`config.mk`:
```
export PLATFORM = sky130hd
export DESIGN_NAME = ram_bist_ctrl
export DESIGN_NICKNAME = d
export VERILOG_FILES = /design/src/rtl/ram_bist_ctrl.sv
export SDC_FILE = /design/constraint.sdc
export NUM_CORES = 1
export LEC_CHECK = 0
export ABC_CLOCK_PERIOD_IN_PS = 2600
export CAP_MARGIN = 20
export CORE_ASPECT_RATIO = 1.25
export CORE_MARGIN = 2
export CORE_UTILIZATION = 45
export CTS_CLUSTER_DIAMETER = 40
export CTS_CLUSTER_SIZE = 14
export DETAILED_ROUTE_END_ITERATION = 10
export PLACE_DENSITY = 0.78
export SLEW_MARGIN = 20
export SYNTH_ARGS = -nofsm -noshare
export SYNTH_HDL_FRONTEND = slang
export SYNTH_SLANG_ARGS = --single-unit
```
`constraint.sdc`:
```
create_clock -name clk -period 2.6 [get_ports clk]
set_input_delay 0.39 -clock clk [delete_from_list [all_inputs] [get_ports clk]]
set_output_delay 0.39 -clock clk [all_outputs]
set_load 0.02 [all_outputs]
```
`src/rtl/ram_bist_ctrl.sv`:
```
// ram_bist_ctrl: march-style self-test sequencer for a synchronous RAM.
// It writes (addr ^ SEED) to every location and then reads every location
// back. Each read word is compared one cycle later, once the RAM's
// registered dout is valid. When the run ends it reports the result.
//
// Optional feature, enabled by the macro RAM_BIST_INVERT_PASS_EN: a second
// write/read/flush pass runs with the inverted pattern ~(addr ^ SEED).
// Errors from both passes accumulate into the same counters.
//
// Ports:
//   clk, rst        rising-edge clock, asynchronous active-high reset
//   start           level, sampled in IDLE; begins a run
//   ram_addr/din    RAM address / write data
//   ram_w_en        RAM write enable
//   ram_dout        RAM read data, valid one cycle after a read is issued
//   busy            high from the first WRITE cycle through the last FLUSH
//   done            one-cycle pulse when a run completes
//   pass            last run had zero mismatches (held until next start)
//   err_count       saturating mismatch count (held until next start)
//   first_err_addr  address of the first mismatch, 0 if none
module ram_bist_ctrl #(
    parameter int unsigned       ADDR_W = 5,
    parameter int unsigned       DATA_W = 8,
    parameter int unsigned       DEPTH  = 32,
    parameter logic [DATA_W-1:0] SEED   = DATA_W'(8'hA5)
) (
    input  logic              clk,
    input  logic              rst,
    input  logic              start,
    output logic [ADDR_W-1:0] ram_addr,
    output logic [DATA_W-1:0] ram_din,
    output logic              ram_w_en,
    input  logic [DATA_W-1:0] ram_dout,
    output logic              busy,
    output logic              done,
    output logic              pass,
    output logic [ADDR_W:0]   err_count,
    output logic [ADDR_W-1:0] first_err_addr
);

    localparam int unsigned       CNT_W     = ADDR_W + 1;
    localparam logic [ADDR_W-1:0] LAST_ADDR = ADDR_W'(DEPTH - 1);

    typedef enum logic [2:0] {IDLE, WRITE, READ, FLUSH, DONE} state_t;

    state_t            state_q, state_d;
    logic [ADDR_W-1:0] addr_d, next_addr_c, first_d;
    logic [DATA_W-1:0] din_d, mask_c, exp_c;
    logic [CNT_W-1:0]  err_d;
    logic              w_en_d, busy_d, done_d, pass_d;
    logic              finish_c, mismatch_c;

    // Compare pipeline: address read in the previous cycle and whether it was a read
    logic              cmp_en_q;
    logic [ADDR_W-1:0] prev_addr_q;

`ifdef RAM_BIST_INVERT_PASS_EN
    logic inv_q, inv_d;
    assign mask_c = {DATA_W{inv_q}};
`else
    assign mask_c = '0;
`endif

    assign next_addr_c = ram_addr + ADDR_W'(1);
    assign exp_c       = DATA_W'(prev_addr_q) ^ SEED ^ mask_c;
    assign mismatch_c  = cmp_en_q && (ram_dout != exp_c);

    // Next-state and next-output logic
    always_comb begin
        state_d  = state_q;
        addr_d   = ram_addr;
        din_d    = ram_din;
        w_en_d   = 1'b0;
        busy_d   = busy;
        done_d   = 1'b0;
        pass_d   = pass;
        err_d    = err_count;
        first_d  = first_err_addr;
        finish_c = 1'b0;
`ifdef RAM_BIST_INVERT_PASS_EN
        inv_d    = inv_q;
`endif

        // Error accounting; cmp_en_q is only set in READ/FLUSH
        if (mismatch_c) begin
            if (err_count != '1) err_d = err_count + CNT_W'(1);
            if (err_count == '0) first_d = prev_addr_q;
        end

        case (state_q)
            IDLE: begin
                if (start) begin
                    state_d = WRITE;
                    addr_d  = '0;
                    din_d   = SEED;
                    w_en_d  = 1'b1;
                    busy_d  = 1'b1;
                    err_d   = '0;
                    first_d = '0;
                    pass_d  = 1'b0;
`ifdef RAM_BIST_INVERT_PASS_EN
                    inv_d   = 1'b0;
`endif
                end
            end
            WRITE: begin
                if (ram_addr == LAST_ADDR) begin
                    state_d = READ;
                    addr_d  = '0;
                end else begin
                    addr_d = next_addr_c;
                    din_d  = DATA_W'(next_addr_c) ^ SEED ^ mask_c;
                    w_en_d = 1'b1;
                end
            end
            READ: begin
                if (ram_addr == LAST_ADDR) state_d = FLUSH;
                else                       addr_d  = next_addr_c;
            end
            FLUSH: begin
`ifdef RAM_BIST_INVERT_PASS_EN
                if (!inv_q) begin
                    state_d = WRITE;
                    addr_d  = '0;
                    din_d   = ~SEED;
                    w_en_d  = 1'b1;
                    inv_d   = 1'b1;
                end else begin
                    finish_c = 1'b1;
                end
`else
                finish_c = 1'b1;
`endif
            end
            DONE:    state_d = IDLE;
            default: state_d = IDLE;
        endcase

        // Final FLUSH compare is already folded into err_d
        if (finish_c) begin
            state_d = DONE;
            done_d  = 1'b1;
            busy_d  = 1'b0;
            pass_d  = (err_d == '0);
        end
    end

    // State and registered outputs
    always_ff @(posedge clk or posedge rst) begin
        if (rst) begin
            state_q        <= IDLE;
            ram_addr       <= '0;
            ram_din        <= '0;
            ram_w_en       <= 1'b0;
            busy           <= 1'b0;
            done           <= 1'b0;
            pass           <= 1'b0;
            err_count      <= '0;
            first_err_addr <= '0;
            cmp_en_q       <= 1'b0;
            prev_addr_q    <= '0;
`ifdef RAM_BIST_INVERT_PASS_EN
            inv_q          <= 1'b0;
`endif
        end else begin
            state_q        <= state_d;
            ram_addr       <= addr_d;
            ram_din        <= din_d;
            ram_w_en       <= w_en_d;
            busy           <= busy_d;
            done           <= done_d;
            pass           <= pass_d;
            err_count      <= err_d;
            first_err_addr <= first_d;
            cmp_en_q       <= (state_q == READ);
            prev_addr_q    <= ram_addr;
`ifdef RAM_BIST_INVERT_PASS_EN
            inv_q          <= inv_d;
`endif
        end
    end

endmodule

```
==> run_results.csv, run 1 <==
group,metric,value,unit
yosys,syn-cell-area,0.00171,sq mm
sta,clock_skew,0.00315,ns
yosys,async_flop_share,100,%
pwr,p_int,0.00128,W
floorplanning,rows,25,
cts,cts_tree,"yes",
yosys,yosys_warnings,0,
critical_path,cp.arrival,2.50,ns
sta,rsz0062_at_grt,"no",
sta,final-hold-violation-count,0,
route,wl_per_cell,15.1,um
yosys,yosys_cells,162,
yosys,syn_inst,162,
placement,dp.final_hpwl,2700,um
critical_path,crit_fanout,7,
yosys,flop_cell,"dfrtp_1",
placement,placed_area,0.00211,sq mm
yosys,yosysUniqueCellTypes,45,
final_layout,nets,217,
final_layout,insertedDiodeCount,0,
global_route,grtUsageTotal,18.9,%
placement,io_buffers,37,
sta,period_minus_slack,2.29,ns
floorplanning,core_area,0.00372,sq mm
critical_path,cp-start-kind,"flop",
global_route,grt-ovfl-total,0,
yosys,yosysSeqAreaShare,51.1,%
yosys,top_cells_by_area,"dfrtp_1, mux2i_1, nor2_1, nand2_1, xor2_1",
final_layout,mostFrequentLayoutCell,"clkdlybuf4s50_1",
cts,htreeDepth,2,
cts,post_cts_buffers,0,
sta,slew_violations,0,
floorplanning,die-width,59.2,um
critical_path,required,2.81,ns
sta,finalClockPeriodUsage,88.0,%
final_layout,layout_top_cells,"clkdlybuf4s50_1, dfrtp_1, nor2_1",
pwr,p_sw,0.000734,W
final_layout,drive_gt1_share,9.41,%
yosys,top_area_cell,"dfrtp_1",
yosys,synthDominantCellAreaShare,51.1,%
route,drtPass1Iterations,4,
yosys,synth_flops,35,
cts,clk_path_buf_depth,2,
final_layout,syn_to_final_growth,28.5,%
global_route,antenna_found_initial,0,
pwr,power.density,913,mW/mm^2
floorplanning,initial_utilization,46.1,%
pwr,clockPowerShare,19.5,%
floorplanning,die_area,0.00432,sq mm
floorplanning,io-pin-count,39,
global_route,grt_pass1_vias,1293,
route,drtIter0Drc,37,
cts,cts_hold_buf,0,
job,maxCapViolCount,0,
pwr,seqPwrFrac,41.6,%
critical_path,crit_top_cell,"o21ai_1",
final_layout,fin_area,0.00220,sq mm
yosys,yosys_area,0.00171,sq mm
sta,timing.setup.tns,0,ns
yosys,syn-num-nets,177,
placement,place_congestion,0.862,
run_status,status,"completed",
pwr,p_leak,1.02,nW
pwr,power.share.switching,36.5,%
critical_path,crit_slowest_cell,"dfrtp_1",
worst_hold_path,min-delay-path-class,"flop to flop",
route,route.detailed.drc,0,
pwr,pg_seq,0.000837,W
route,routed_via_density,5.48,
pwr,clk-power,0.000392,W
pwr,maxPowerGroup,"registers",
route,ant_nets,0,
critical_path,slowest_delay,0.45,ns
pwr,combPwrFrac,38.9,%
critical_path,crit_type,"flop to flop",
global_route,grt_max_degree,36,
route,wl,3650,um
cts,cts_resized,0,
job,warnings,27,
cts,cts-root-buf,"clkbuf_8",
yosys,syn_area_per_cell,10.6,sq um
global_route,grt_pass1_wl,6070,um
critical_path,endpoint_kind,"flop",
pwr,comb_power,0.000781,W
yosys,edf_count,0,
sta,setup_violations,0,
final_layout,finish.utilization,59.2,%
floorplanning,chipHeight,73.0,um
sta,max_freq,437,MHz
==> run 1: registers in the layout (all words and copies together) (netlist names) <==
name            cells
prev_addr_q         5
state_q             3
ram_w_en            1
busy                1
cmp_en_q            1
done                1
ram_addr            5
first_err_addr      5
err_count           6
pass                1
ram_din             6
==> run 1: area by class of cell <==
| type | instances | area, sq um |
|---|---|---|
| clock inverters | 1 | 5.00 |
| multi-input cells | 111 | 762 |
| repair buffers | 40 | 393 |
| flip-flops and latches | 35 | 876 |
| fillers | 310 | 1520 |
| clock buffers | 6 | 82.6 |
| well taps | 40 | 50.0 |
| inverters | 9 | 33.8 |
==> run 1: kinds of logic after synthesis <==
family | count (synthesis) | synth area share (%)
and+or+nand+nor | 60 | 20.1
DFF | 35 | 51.1
buffers and inverters | 16 | 4.45
xor gates and xnor gates | 9 | 4.60
muxes | 8 | 4.74
other | 1 | 0.219
AOI/OAI and AO/OA | 29 | 11.9
adders and majority gates | 4 | 2.92
==> run 1: metal layers <==
| metal | up-vias | part of all wire, % | GRT usage [%] |
|---|---|---|---|
| met2 | 35 | 51 | 29.2 |
| met4 | 0 | 3.2 | 11.6 |
| met5 | - | 0 | 0 |
| met3 | 10 | 4.5 | 5.67 |
| met1 | 643 | 41 | 23.0 |
| li1 | 639 | - | - |
==> run 1: per-stage QoR <==
stage | setup WS [ns] | hold slack, ns | total power [W] | cells
global placement | 0.353 | 0.436 | 0.00160 | 235
floorplan | 0.400 | 0.506 | 0.00130 | 162
detailed placement | 0.254 | 0.441 | 0.00163 | 235
finish | 0.313 | 0.462 | 0.00201 | 242
CTS | 0.307 | 0.458 | 0.00203 | 242
global route | 0.156 | 0.489 | 0.00214 | 242
==> run 1: cells in the mapped netlist (2+ instances only) <==
cell / n
nor4b_2: 2
nand2_1: 14
nand3_1: 4
mux2i_1: 7
ha_1: 4
dfrtp_1: 35
nand2b_1: 3
nor2_1: 15
and4_1: 2
xnor2_1: 3
nand3b_1: 5
o21ai_0: 7
nor3_1: 3
clkbuf_1: 3
a31oi_1: 2
o21ai_1: 3
inv_1: 9
or3_1: 2
nand4_1: 3
a21oi_1: 5
buf_4: 2
xor2_1: 6
==> run 1: final timing paths <==
| kind | end | startpoint | slack (ns) | cells after the start |
|---|---|---|---|---|
| worst min register to register | prev_addr_q[4]$_DFF_PP0_ | ram_addr[4]$_DFFE_PP0P_ | 0.46 | 0 |
| max in group asynchronous | ram_w_en$_DFF_PP0_ | rst | 1.79 | 3 |
| worst max register to register | ram_addr[2]$_DFFE_PP0P_ | ram_addr[0]$_DFFE_PP0P_ | 0.31 | 9 |
| worst max-delay path | ram_addr[2]$_DFFE_PP0P_ | ram_addr[0]$_DFFE_PP0P_ | 0.31 | 9 |
| worst min-delay path | prev_addr_q[4]$_DFF_PP0_ | ram_addr[4]$_DFFE_PP0P_ | 0.46 | 0 |
| min in group asynchronous | err_count[5]$_DFF_PP0_ | rst | 0.50 | 3 |
==> run 1: worst max-delay path: cells and delay by family (launching register included) <==
family / cells / cell delay [ns]
compound gates: 4 / 0.73
simple gates: 3 / 0.51
fa+ha+maj: 2 / 0.52
flops: 1 / 0.45
Fig. 1: run 1, signal wires by layer
Bar = 20 um.
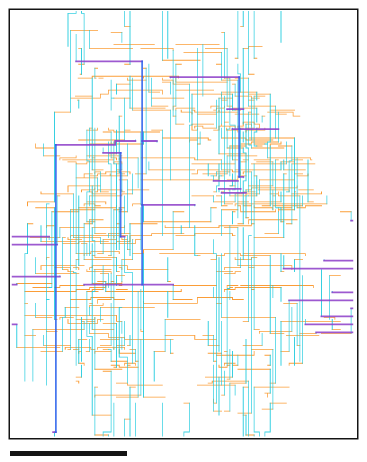
- met3: purple (wire length 165 um)
- met2: cyan (wire length 1870 um)
- met4: blue (wire length 118 um)
- met1: orange (wire length 1500 um)

Fig. 2: run 1, ports around the boundary
Pins as bars across the die edge, other pins in grey.
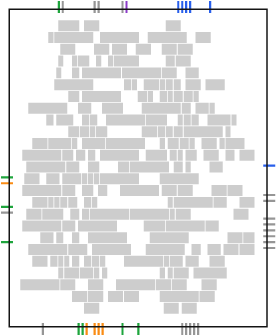
- `ram_addr`: orange (pins 5; direction output; edge 4 bottom, 1 left)
- `busy`: purple (pins 1; direction output; edge top)
- `ram_din`: green (pins 8; direction output; edge 4 bottom, 3 left, 1 top)
- `err_count`: blue (pins 6; direction output; edge 5 top, 1 right)
- all pins by edge: 14 bottom, 11 top, 9 right, 5 left

Fig. 3: run 1, the clock network
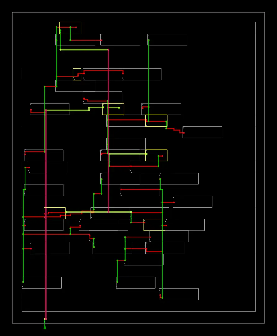
flip-flops: 35
Clock Sinks: 35
clock buffer count from CTS: 5
Late-Pin Clk Latency: 0.28 ns
# clk buffers: 6

==> inputs of run 2 (changes only) <==
--- a/config.mk
+++ b/config.mk
@@ -10,7 +10,6 @@
 export CORE_ASPECT_RATIO = 1.25
 export CORE_MARGIN = 2
 export CORE_UTILIZATION = 45
-export CTS_CLUSTER_DIAMETER = 40
 export CTS_CLUSTER_SIZE = 14
 export DETAILED_ROUTE_END_ITERATION = 10
 export PLACE_DENSITY = 0.78
Fig. 4: run 2, ports around the boundary
Pins as bars across the die edge, other pins in grey.
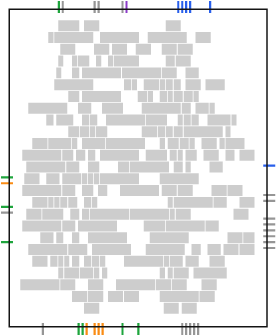
- `busy`: purple (pins 1; direction output; edge top)
- `ram_addr`: orange (pins 5; direction output; edge 4 bottom, 1 left)
- `ram_din`: green (pins 8; direction output; edge 4 bottom, 3 left, 1 top)
- `err_count`: blue (pins 6; direction output; edge 5 top, 1 right)

==> run 2 against run 1 <==
Net effect:
- largest power group unchanged
- largest cell class unchanged
- core utilization unchanged
- worst setup slack is the same
- flip-flop count unchanged
- fmax unchanged
==> run_results.csv, run 2 <==
group,metric,value,unit
run_status,status,"completed",
final_layout,drive_gt1_share,9.41,%
critical_path,required,2.81,ns
pwr,p_sw,0.000734,W
sta,slew_violations,0,
placement,io_buffers,37,
floorplanning,die-width,59.2,um
cts,cts_buffers,5,
placement,dpl.cell_count,235,
yosys,flop_cell,"dfrtp_1",
cts,post_cts_buffers,0,
yosys,syn_area_per_cell,10.6,sq um
pwr,clockPowerShare,19.5,%
route,routed_via_density,5.48,
sta,setup_violations,0,
yosys,synthDominantCellAreaShare,51.1,%
critical_path,cp.arrival,2.50,ns
cts,clk_latency,0.28,ns
floorplanning,die_area,0.00432,sq mm
cts,cts-root-buf,"clkbuf_8",
global_route,grt-ovfl-total,0,
final_layout,syn_to_final_growth,28.5,%
route,wl,3650,um
cts,cts_tree,"yes",
placement,dp.final_hpwl,2700,um
sta,clock_skew,0.00315,ns
floorplanning,core_area,0.00372,sq mm
pwr,power.share.switching,36.5,%
global_route,grtUsageTotal,18.9,%
critical_path,crit_type,"flop to flop",
global_route,grt_pass1_wl,6070,um
global_route,grt_pass1_vias,1293,
cts,cts_resized,0,
cts,cts_hold_buf,0,
critical_path,cp-start-kind,"flop",
sta,whs,0.462,ns
yosys,async_flop_share,100,%
pwr,seqPwrFrac,41.6,%
yosys,top_cells_by_area,"dfrtp_1, mux2i_1, nor2_1, nand2_1, xor2_1",
floorplanning,io-pin-count,39,
sta,period_minus_slack,2.29,ns
yosys,yosys_area,0.00171,sq mm
pwr,power.density,913,mW/mm^2
yosys,yosysUniqueCellTypes,45,
yosys,synth_flops,35,
yosys,syn_inst,162,
sta,rsz0062_at_grt,"no",
cts,cts.sinks,35,
floorplanning,rows,25,
floorplanning,chipHeight,73.0,um
final_layout,reg.largest.list,"err_count x6, ram_din x6",
final_layout,fillers,310,
global_route,grt_max_degree,36,
route,ant_nets,0,
route,route.detailed.drc,0,
yosys,syn-cell-area,0.00171,sq mm
yosys,edf_count,0,
cts,htreeDepth,2,
sta,finalClockPeriodUsage,88.0,%
yosys,syn-num-nets,177,
yosys,yosysSeqAreaShare,51.1,%
floorplanning,initial_utilization,46.1,%
pwr,p_int,0.00128,W
sta,timing.setup.tns,0,ns
route,drtPass1Iterations,4,
job,maxCapViolCount,0,
final_layout,finalNonFillerCells,242,
yosys,yosys_cells,162,
route,drtIter0Drc,37,
sta,max_freq,437,MHz
placement,place_congestion,0.862,
sta,final-hold-violation-count,0,
pwr,combPwrFrac,38.9,%
final_layout,layout_top_cells,"clkdlybuf4s50_1, dfrtp_1, nor2_1",
final_layout,nets,217,
yosys,yosys_warnings,0,
run 2: cells by family after synthesis:
group,share of synthesized area (%)
adder cells (fa/ha/maj),2.92
AND-OR/OR-AND,11.9
multiplexers,4.74
other,0.219
AND/OR/NAND/NOR,20.1
buffers and inverters,4.45
flip-flops,51.1
XOR/XNOR,4.60
run 2: power by group through the flow:
stage                     Sequential, W  Clock, W  Combinational, W
after floorplan                0.000932         0          0.000365
after global placement         0.000837         0          0.000763
after detailed placement       0.000847         0          0.000780
after CTS                      0.000837  0.000404          0.000788
after global routing           0.000861  0.000427          0.000851
final                          0.000837  0.000392          0.000781
run 2: final cells by class:
cell class,instances,area (sq um),area share (%)
Clock buffer,6,82.6,3.75
Tap cell,40,50.0,2.27
Clock inverter,1,5.00,0.227
Inverter,9,33.8,1.53
Timing Repair Buffer,40,393,17.8
Multi-Input combinational cell,111,762,34.6
Sequential cell,35,876,39.8
run 2: routing by layer:
metal | track usage [%] | wire (um) | vias up
met5 | 0 | 0 | -
met4 | 11.6 | 118 | 0
met3 | 5.67 | 165 | 10
met2 | 29.2 | 1870 | 35
met1 | 23.0 | 1500 | 643
li1 | - | - | 639
run 2: worst paths after layout:
path                                               from                       end  slack [ns]  depth (start not counted)
worst max-delay path            ram_addr[0]$_DFFE_PP0P_   ram_addr[2]$_DFFE_PP0P_        0.31                          9
worst max register to register  ram_addr[0]$_DFFE_PP0P_   ram_addr[2]$_DFFE_PP0P_        0.31                          9
min in group asynchronous                           rst    err_count[5]$_DFF_PP0_        0.50                          3
max in group asynchronous                           rst        ram_w_en$_DFF_PP0_        1.79                          3
worst min-delay path            ram_addr[4]$_DFFE_PP0P_  prev_addr_q[4]$_DFF_PP0_        0.46                          0
worst min register to register  ram_addr[4]$_DFFE_PP0P_  prev_addr_q[4]$_DFF_PP0_        0.46                          0
run 2: worst max-delay path, stage by stage, from the launching register on:
cell,delay (ns)
dfrtp_1,0.45
ha_1,0.28
and3_1,0.20
ha_1,0.24
or2_1,0.25
a211oi_1,0.30
o21ai_1,0.20
o21ai_1,0.16
nand2_1,0.06
o21ai_1,0.07
run 2: per-stage QoR:
stage	util, %	worst slack (ns)	power [W]	cell area (sq um)
2_1_floorplan	-	0.400	0.00130	1710
3_3_place_gp	56.8	0.353	0.00160	2110
3_5_place_dp	56.8	0.254	0.00163	2110
4_1_cts	59.2	0.307	0.00203	2200
5_1_grt	59.2	0.156	0.00214	2200
6_report	59.2	0.313	0.00201	2200
Power and IR drop assume default switching activity.
